<file path="config.mk">
export PLATFORM = sky130hd
export DESIGN_NAME = mxu_skew_feeder_flat
export DESIGN_NICKNAME = d
export VERILOG_FILES = /design/src/rtl/mxu_pkg.sv /design/src/rtl/mxu_skew_feeder_if.sv /design/src/rtl/mxu_skew_feeder_lane.sv /design/src/rtl/mxu_skew_feeder.sv /design/src/flat_wrapper.sv
export SDC_FILE = /design/constraint.sdc
export NUM_CORES = 1
export LEC_CHECK = 0
export CORE_ASPECT_RATIO = 1.5
export CORE_MARGIN = 2
export CORE_UTILIZATION = 40
export DETAILED_ROUTE_END_ITERATION = 10
export PLACE_DENSITY = 0.61
export REMOVE_ABC_BUFFERS = 1
export SETUP_SLACK_MARGIN = 0.02
export SLEW_MARGIN = 20
export SYNTH_ARGS = -nofsm -noshare
export SYNTH_HDL_FRONTEND = slang
export SYNTH_SLANG_ARGS = --single-unit
</file>
<file path="constraint.sdc">
create_clock -name clk -period 13.4 [get_ports clk]
set_input_delay 1.34 -clock clk [delete_from_list [all_inputs] [get_ports clk]]
set_output_delay 1.34 -clock clk [all_outputs]
set_load 0.01 [all_outputs]
</file>
<file path="src/rtl/mxu_pkg.sv">
// Shared constants and state encoding for the mxu operand skew feeder.
// Lane width, array dimension and memory address width live here.
package mxu_pkg;

    localparam int NUM_SIZE    = 16;
    localparam int GRID_SIZE   = 2;
    localparam int ADDRESS_LEN = 5;

    typedef enum logic [2:0] {
        IDLE,
        LOAD,
        CAPTURE,
        STREAM,
        DONE
    } feeder_state_t;

endpackage

</file>
<file path="src/rtl/mxu_skew_feeder_if.sv">
// Bundle between the accelerator controller / data memory and the feeder.
// master = controller + memory side, slave = feeder.
interface mxu_skew_feeder_if #(
    parameter int NUM_SIZE    = mxu_pkg::NUM_SIZE,
    parameter int GRID_SIZE   = mxu_pkg::GRID_SIZE,
    parameter int ADDRESS_LEN = mxu_pkg::ADDRESS_LEN
);

    logic                          start;
    logic [ADDRESS_LEN-1:0]        a_base;
    logic [ADDRESS_LEN-1:0]        b_base;
    logic                          mem_rd_en;
    logic [ADDRESS_LEN-1:0]        mem_rd_addr;
    logic [NUM_SIZE-1:0]           mem_rd_data;
    logic [NUM_SIZE*GRID_SIZE-1:0] west_input;
    logic [NUM_SIZE*GRID_SIZE-1:0] north_input;
    logic                          ce;
    logic                          busy;
    logic                          done;

    modport master (
        output start, a_base, b_base, mem_rd_data,
        input  mem_rd_en, mem_rd_addr, west_input, north_input,
        input  ce, busy, done
    );

    modport slave (
        input  start, a_base, b_base, mem_rd_data,
        output mem_rd_en, mem_rd_addr, west_input, north_input,
        output ce, busy, done
    );

endinterface

</file>
<file path="src/rtl/mxu_skew_feeder_lane.sv">
// One skew lane: G-slot element store, read back by stream step t
// delayed by the lane index, zero outside the lane's window.
module skew_lane #(
    parameter int NUM_SIZE  = 16,
    parameter int GRID_SIZE = 2,
    parameter int CNT_W     = 4,
    parameter int LANE_ID   = 0,
    localparam int SLOT_W   = (GRID_SIZE > 1) ? $clog2(GRID_SIZE) : 1
) (
    input  logic                clk,
    input  logic                rst,
    input  logic                we,
    input  logic [SLOT_W-1:0]   slot,
    input  logic [NUM_SIZE-1:0] wdata,
    input  logic [CNT_W-1:0]    t,
    output logic [NUM_SIZE-1:0] rdata
);

    logic [NUM_SIZE-1:0] slots [GRID_SIZE];

    // element store, cleared on reset so stale operands never leak
    always_ff @(posedge clk or posedge rst) begin
        if (rst) begin
            for (int s = 0; s < GRID_SIZE; s++) begin
                slots[s] <= '0;
            end
        end else if (we) begin
            slots[slot] <= wdata;
        end
    end

    // skewed read: slot (t - lane) inside [0,G), zero otherwise
    always_comb begin
        rdata = '0;
        for (int s = 0; s < GRID_SIZE; s++) begin
            if (int'(t) - LANE_ID == s) begin
                rdata = slots[s];
            end
        end
    end

endmodule

</file>
<file path="src/rtl/mxu_skew_feeder.sv">
// Loads GxG operands A and B from data memory, then streams them
// diagonally skewed into the mxu west/north edges with ce asserted.
module mxu_skew_feeder #(
    parameter int NUM_SIZE    = mxu_pkg::NUM_SIZE,
    parameter int GRID_SIZE   = mxu_pkg::GRID_SIZE,
    parameter int ADDRESS_LEN = mxu_pkg::ADDRESS_LEN
) (
    input logic              clk,
    input logic              rst,
    mxu_skew_feeder_if.slave bus
);

    import mxu_pkg::*;

    localparam int G          = GRID_SIZE;
    localparam int NSQ        = G * G;
    localparam int LOAD_LEN   = 2 * NSQ;
    localparam int STREAM_LEN = 3 * G - 2;
    localparam int CNT_W      = $clog2(LOAD_LEN + STREAM_LEN + 1);
    localparam int SLOT_W     = (G > 1) ? $clog2(G) : 1;

    feeder_state_t state, state_n;

    logic [CNT_W-1:0]       cnt, cnt_n;
    logic [ADDRESS_LEN-1:0] a_base_q, b_base_q;
    logic [ADDRESS_LEN-1:0] a_eff, b_eff;
    logic                   rd_q;
    logic [CNT_W-1:0]       idx_q;

    logic                      rd_en_d, ce_d, busy_d, done_d;
    logic [ADDRESS_LEN-1:0]    addr_d;
    logic [G-1:0][NUM_SIZE-1:0] west_rd, north_rd;
    logic [G-1:0]               west_we, north_we;
    logic [G-1:0][SLOT_W-1:0]   west_slot, north_slot;

    // first read address must use the live base, later ones the latched copy
    assign a_eff = (state == IDLE) ? bus.a_base : a_base_q;
    assign b_eff = (state == IDLE) ? bus.b_base : b_base_q;

    // state, phase counter and latched operand bases
    always_ff @(posedge clk or posedge rst) begin
        if (rst) begin
            state    <= IDLE;
            cnt      <= '0;
            a_base_q <= '0;
            b_base_q <= '0;
        end else begin
            state <= state_n;
            cnt   <= cnt_n;
            if (state == IDLE && bus.start) begin
                a_base_q <= bus.a_base;
                b_base_q <= bus.b_base;
            end
        end
    end

    // phase sequencing; start only honoured from IDLE
    always_comb begin
        state_n = state;
        cnt_n   = cnt;
        unique case (state)
            IDLE: begin
                if (bus.start) begin
                    state_n = LOAD;
                    cnt_n   = '0;
                end
            end
            LOAD: begin
                if (cnt == CNT_W'(LOAD_LEN - 1)) begin
                    state_n = CAPTURE;
                    cnt_n   = '0;
                end else begin
                    cnt_n = cnt + CNT_W'(1);
                end
            end
            CAPTURE: begin
                state_n = STREAM;
                cnt_n   = '0;
            end
            STREAM: begin
                if (cnt == CNT_W'(STREAM_LEN - 1)) begin
                    state_n = DONE;
                    cnt_n   = '0;
                end else begin
                    cnt_n = cnt + CNT_W'(1);
                end
            end
            DONE: begin
                state_n = IDLE;
            end
            default: begin
                state_n = IDLE;
            end
        endcase
    end

    // next-cycle output values, derived from the state being entered
    always_comb begin
        rd_en_d = 1'b0;
        addr_d  = '0;
        ce_d    = 1'b0;
        busy_d  = 1'b0;
        done_d  = 1'b0;
        unique case (state_n)
            LOAD: begin
                rd_en_d = 1'b1;
                busy_d  = 1'b1;
                if (cnt_n < CNT_W'(NSQ)) begin
                    addr_d = a_eff + ADDRESS_LEN'(cnt_n);
                end else begin
                    addr_d = b_eff + ADDRESS_LEN'(cnt_n - CNT_W'(NSQ));
                end
            end
            CAPTURE: begin
                busy_d = 1'b1;
            end
            STREAM: begin
                ce_d   = 1'b1;
                busy_d = 1'b1;
            end
            DONE: begin
                done_d = 1'b1;
            end
            default: begin
            end
        endcase
    end

    // registered outputs; lanes only drive the mxu while streaming
    always_ff @(posedge clk or posedge rst) begin
        if (rst) begin
            bus.mem_rd_en   <= 1'b0;
            bus.mem_rd_addr <= '0;
            bus.ce          <= 1'b0;
            bus.busy        <= 1'b0;
            bus.done        <= 1'b0;
            bus.west_input  <= '0;
            bus.north_input <= '0;
        end else begin
            bus.mem_rd_en   <= rd_en_d;
            bus.mem_rd_addr <= addr_d;
            bus.ce          <= ce_d;
            bus.busy        <= busy_d;
            bus.done        <= done_d;
            bus.west_input  <= ce_d ? west_rd : '0;
            bus.north_input <= ce_d ? north_rd : '0;
        end
    end

    // remember which read is in flight so its data lands in the right slot
    always_ff @(posedge clk or posedge rst) begin
        if (rst) begin
            rd_q  <= 1'b0;
            idx_q <= '0;
        end else begin
            rd_q  <= bus.mem_rd_en;
            idx_q <= cnt;
        end
    end

    // A[r][c] -> west lane r slot c, B[r][c] -> north lane c slot r
    always_comb begin
        west_we    = '0;
        north_we   = '0;
        west_slot  = '0;
        north_slot = '0;
        for (int r = 0; r < G; r++) begin
            for (int c = 0; c < G; c++) begin
                if (rd_q && idx_q == CNT_W'(r * G + c)) begin
                    west_we[r]   = 1'b1;
                    west_slot[r] = SLOT_W'(c);
                end
                if (rd_q && idx_q == CNT_W'(NSQ + r * G + c)) begin
                    north_we[c]   = 1'b1;
                    north_slot[c] = SLOT_W'(r);
                end
            end
        end
    end

    for (genvar i = 0; i < G; i++) begin : g_lane
        skew_lane #(
            .NUM_SIZE  (NUM_SIZE),
            .GRID_SIZE (G),
            .CNT_W     (CNT_W),
            .LANE_ID   (i)
        ) u_west (
            .clk   (clk),
            .rst   (rst),
            .we    (west_we[i]),
            .slot  (west_slot[i]),
            .wdata (bus.mem_rd_data),
            .t     (cnt_n),
            .rdata (west_rd[i])
        );

        skew_lane #(
            .NUM_SIZE  (NUM_SIZE),
            .GRID_SIZE (G),
            .CNT_W     (CNT_W),
            .LANE_ID   (i)
        ) u_north (
            .clk   (clk),
            .rst   (rst),
            .we    (north_we[i]),
            .slot  (north_slot[i]),
            .wdata (bus.mem_rd_data),
            .t     (cnt_n),
            .rdata (north_rd[i])
        );
    end

endmodule

</file>
<file path="src/flat_wrapper.sv">
// flat-port wrapper written by rule: the top's interface ports become plain ports
module mxu_skew_feeder_flat import mxu_pkg::*;
#(
    parameter int NUM_SIZE    = mxu_pkg::NUM_SIZE,
    parameter int GRID_SIZE   = mxu_pkg::GRID_SIZE,
    parameter int ADDRESS_LEN = mxu_pkg::ADDRESS_LEN
)
  (clk, rst, bus_start, bus_a_base, bus_b_base, bus_mem_rd_data, bus_mem_rd_en, bus_mem_rd_addr, bus_west_input, bus_north_input, bus_ce, bus_busy, bus_done);
  mxu_skew_feeder_if #(.NUM_SIZE(NUM_SIZE), .GRID_SIZE(GRID_SIZE), .ADDRESS_LEN(ADDRESS_LEN)) bus_i ();
  input logic clk;
  input logic rst;
  input wire logic [$bits(bus_i.start)-1:0] bus_start;
  input wire logic [$bits(bus_i.a_base)-1:0] bus_a_base;
  input wire logic [$bits(bus_i.b_base)-1:0] bus_b_base;
  input wire logic [$bits(bus_i.mem_rd_data)-1:0] bus_mem_rd_data;
  output wire logic [$bits(bus_i.mem_rd_en)-1:0] bus_mem_rd_en;
  output wire logic [$bits(bus_i.mem_rd_addr)-1:0] bus_mem_rd_addr;
  output wire logic [$bits(bus_i.west_input)-1:0] bus_west_input;
  output wire logic [$bits(bus_i.north_input)-1:0] bus_north_input;
  output wire logic [$bits(bus_i.ce)-1:0] bus_ce;
  output wire logic [$bits(bus_i.busy)-1:0] bus_busy;
  output wire logic [$bits(bus_i.done)-1:0] bus_done;
  assign bus_i.start = bus_start;
  assign bus_i.a_base = bus_a_base;
  assign bus_i.b_base = bus_b_base;
  assign bus_i.mem_rd_data = bus_mem_rd_data;
  assign bus_mem_rd_en = bus_i.mem_rd_en;
  assign bus_mem_rd_addr = bus_i.mem_rd_addr;
  assign bus_west_input = bus_i.west_input;
  assign bus_north_input = bus_i.north_input;
  assign bus_ce = bus_i.ce;
  assign bus_busy = bus_i.busy;
  assign bus_done = bus_i.done;
  mxu_skew_feeder #(.NUM_SIZE(NUM_SIZE), .GRID_SIZE(GRID_SIZE), .ADDRESS_LEN(ADDRESS_LEN)) u_core (.clk(clk), .rst(rst), .bus(bus_i));
endmodule
</file>
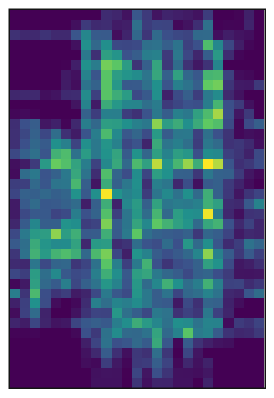
Figure 1: wire density map.
Scale: 2 px per micron. 25 x 38 tiles, from dark purple (low) to yellow (high), scaled to the fullest tile. Values are wire area over tile area, all layers added.
- mean over tiles: 0.13
- tiles over half the peak: 14%
- nearly empty tiles: 17%
- emptiest ninth of the die: north-west
- densest ninth of the die: center
- fullest tile: 0.49
wire length per cell after detailed routing: 18.4 microns
vias after detailed routing: 5513
overall fraction of global-route tracks in use: 16.5%

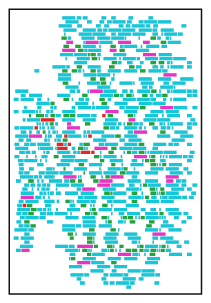
Figure 2: cells by drive strength.
Scale: 1.5 px per micron.
- magenta: x6 and larger (cells 31; share 4.0%)
- red: x3 and x4 (cells 11; share 1.4%)
- cyan: x1 and smaller (cells 610; share 78%)
- green: x2 (cells 131; share 17%)
non-clock buffer count in the final layout: 107
worst setup slack after layout: 9.07 ns
layout overhead on the synthesized area: 21.6%
summed area of non-filler cells in the final layout: 11100 sq um

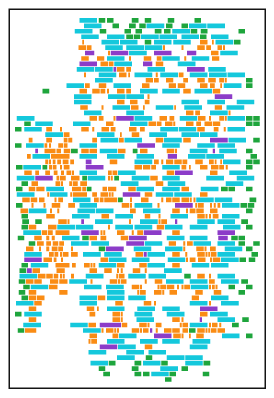
Figure 3: cells colored by class.
Scale: 2 px per micron.
- cyan: registers (cells 223; share of their area 52%)
- green: remaining buffers and delay cells (cells 107; share of their area 9.8%)
- orange: remaining logic cells (cells 414; share of their area 31%)
- purple: clock drivers and dummy loads (cells 39; share of their area 6.8%)
Post-Route Utilization: 49.5%
placeable core region: 22400 sq um
sequential share of cell area: 50.4%
row cnt: 67

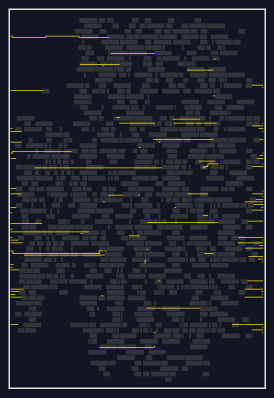
Figure 4: the metal 3 layer.
Scale: 2 px per micron.
- nets with wire on the layer: 77
- wire length on this layer: 801 microns
fraction of met3 tracks used by global routing: 2.78%
wirelength, routed: 19500 microns

sequential cells by signal (all words and copies together) (netlist names), 3 cells and up:
register	flops
u_core.state	3
u_core.idx_q	4
u_core.g_lane.u_north.slots	64
u_core.b_base_q	5
u_core.g_lane.u_west.slots	64
u_core.bus.north_input	32
u_core.cnt	4
u_core.a_base_q	5
u_core.bus.mem_rd_addr	5
u_core.bus.west_input	32
power breakdown:
part	internal [uW]	switching, uW	total, uW	leakage, uW
clock	361	248	609	0.000359
sequential	954	145	1100	0.00279
combinational	524	576	1100	0.00163
total	1840	969	2810	0.00478
layer usage:
layer / global-route usage, % / vias up
met3: 2.78 / 32
met2: 30.3 / 115
met4: 5.66 / 0
met1: 19.3 / 2849
li1: - / 2517
met5: 0 / -
==> Flow_metrics.wiki <==
== Flow metrics ==
{| class="wikitable"
! Metric !! Value
|-
| Resized cells post-CTS || 0
|-
| Total congestion overflow after global routing || 0
|-
| Number of register bits inferred by synthesis || ~220
|-
| Count of clock-net buffers in the final layout || 32
|-
| Insertion Delay late pin || ~0.50 ns
|-
| Antenna-violating nets left || 0
|-
| Average instance area after synthesis || between 10 and 15 sq um
|-
| Relative area of non-clock buffer cells in the final design || 9.53%
|-
| Sort of element at the end of the critical path || register
|-
| Hold_buf cts || 0
|-
| Largest fanout on the critical path || 35
|-
| Minimum setup slack among reg-to-reg paths || 9.64 ns
|-
| Result of the run || complete, no violations
|-
| Final critical delay including setup and external delays || 4.33 ns
|-
| Multiplexer share of the synthesized area || a little under a fifth
|-
| Startpoint of the lowest-slack hold path || u_core.bus.mem_rd_en
|-
| Tool warnings || 27
|-
| Cell count along the critical path || 14
|-
| Slowest cell on the critical path || inv_2
|-
| Destination of the critical timing path || u_core.bus.mem_rd_addr[4]
|-
| Post-DP Area || roughly 10000 sq um
|-
| Count of antenna diodes in the layout || 0
|}
Power figures rest on the tool's default switching activity, not on a simulated workload.
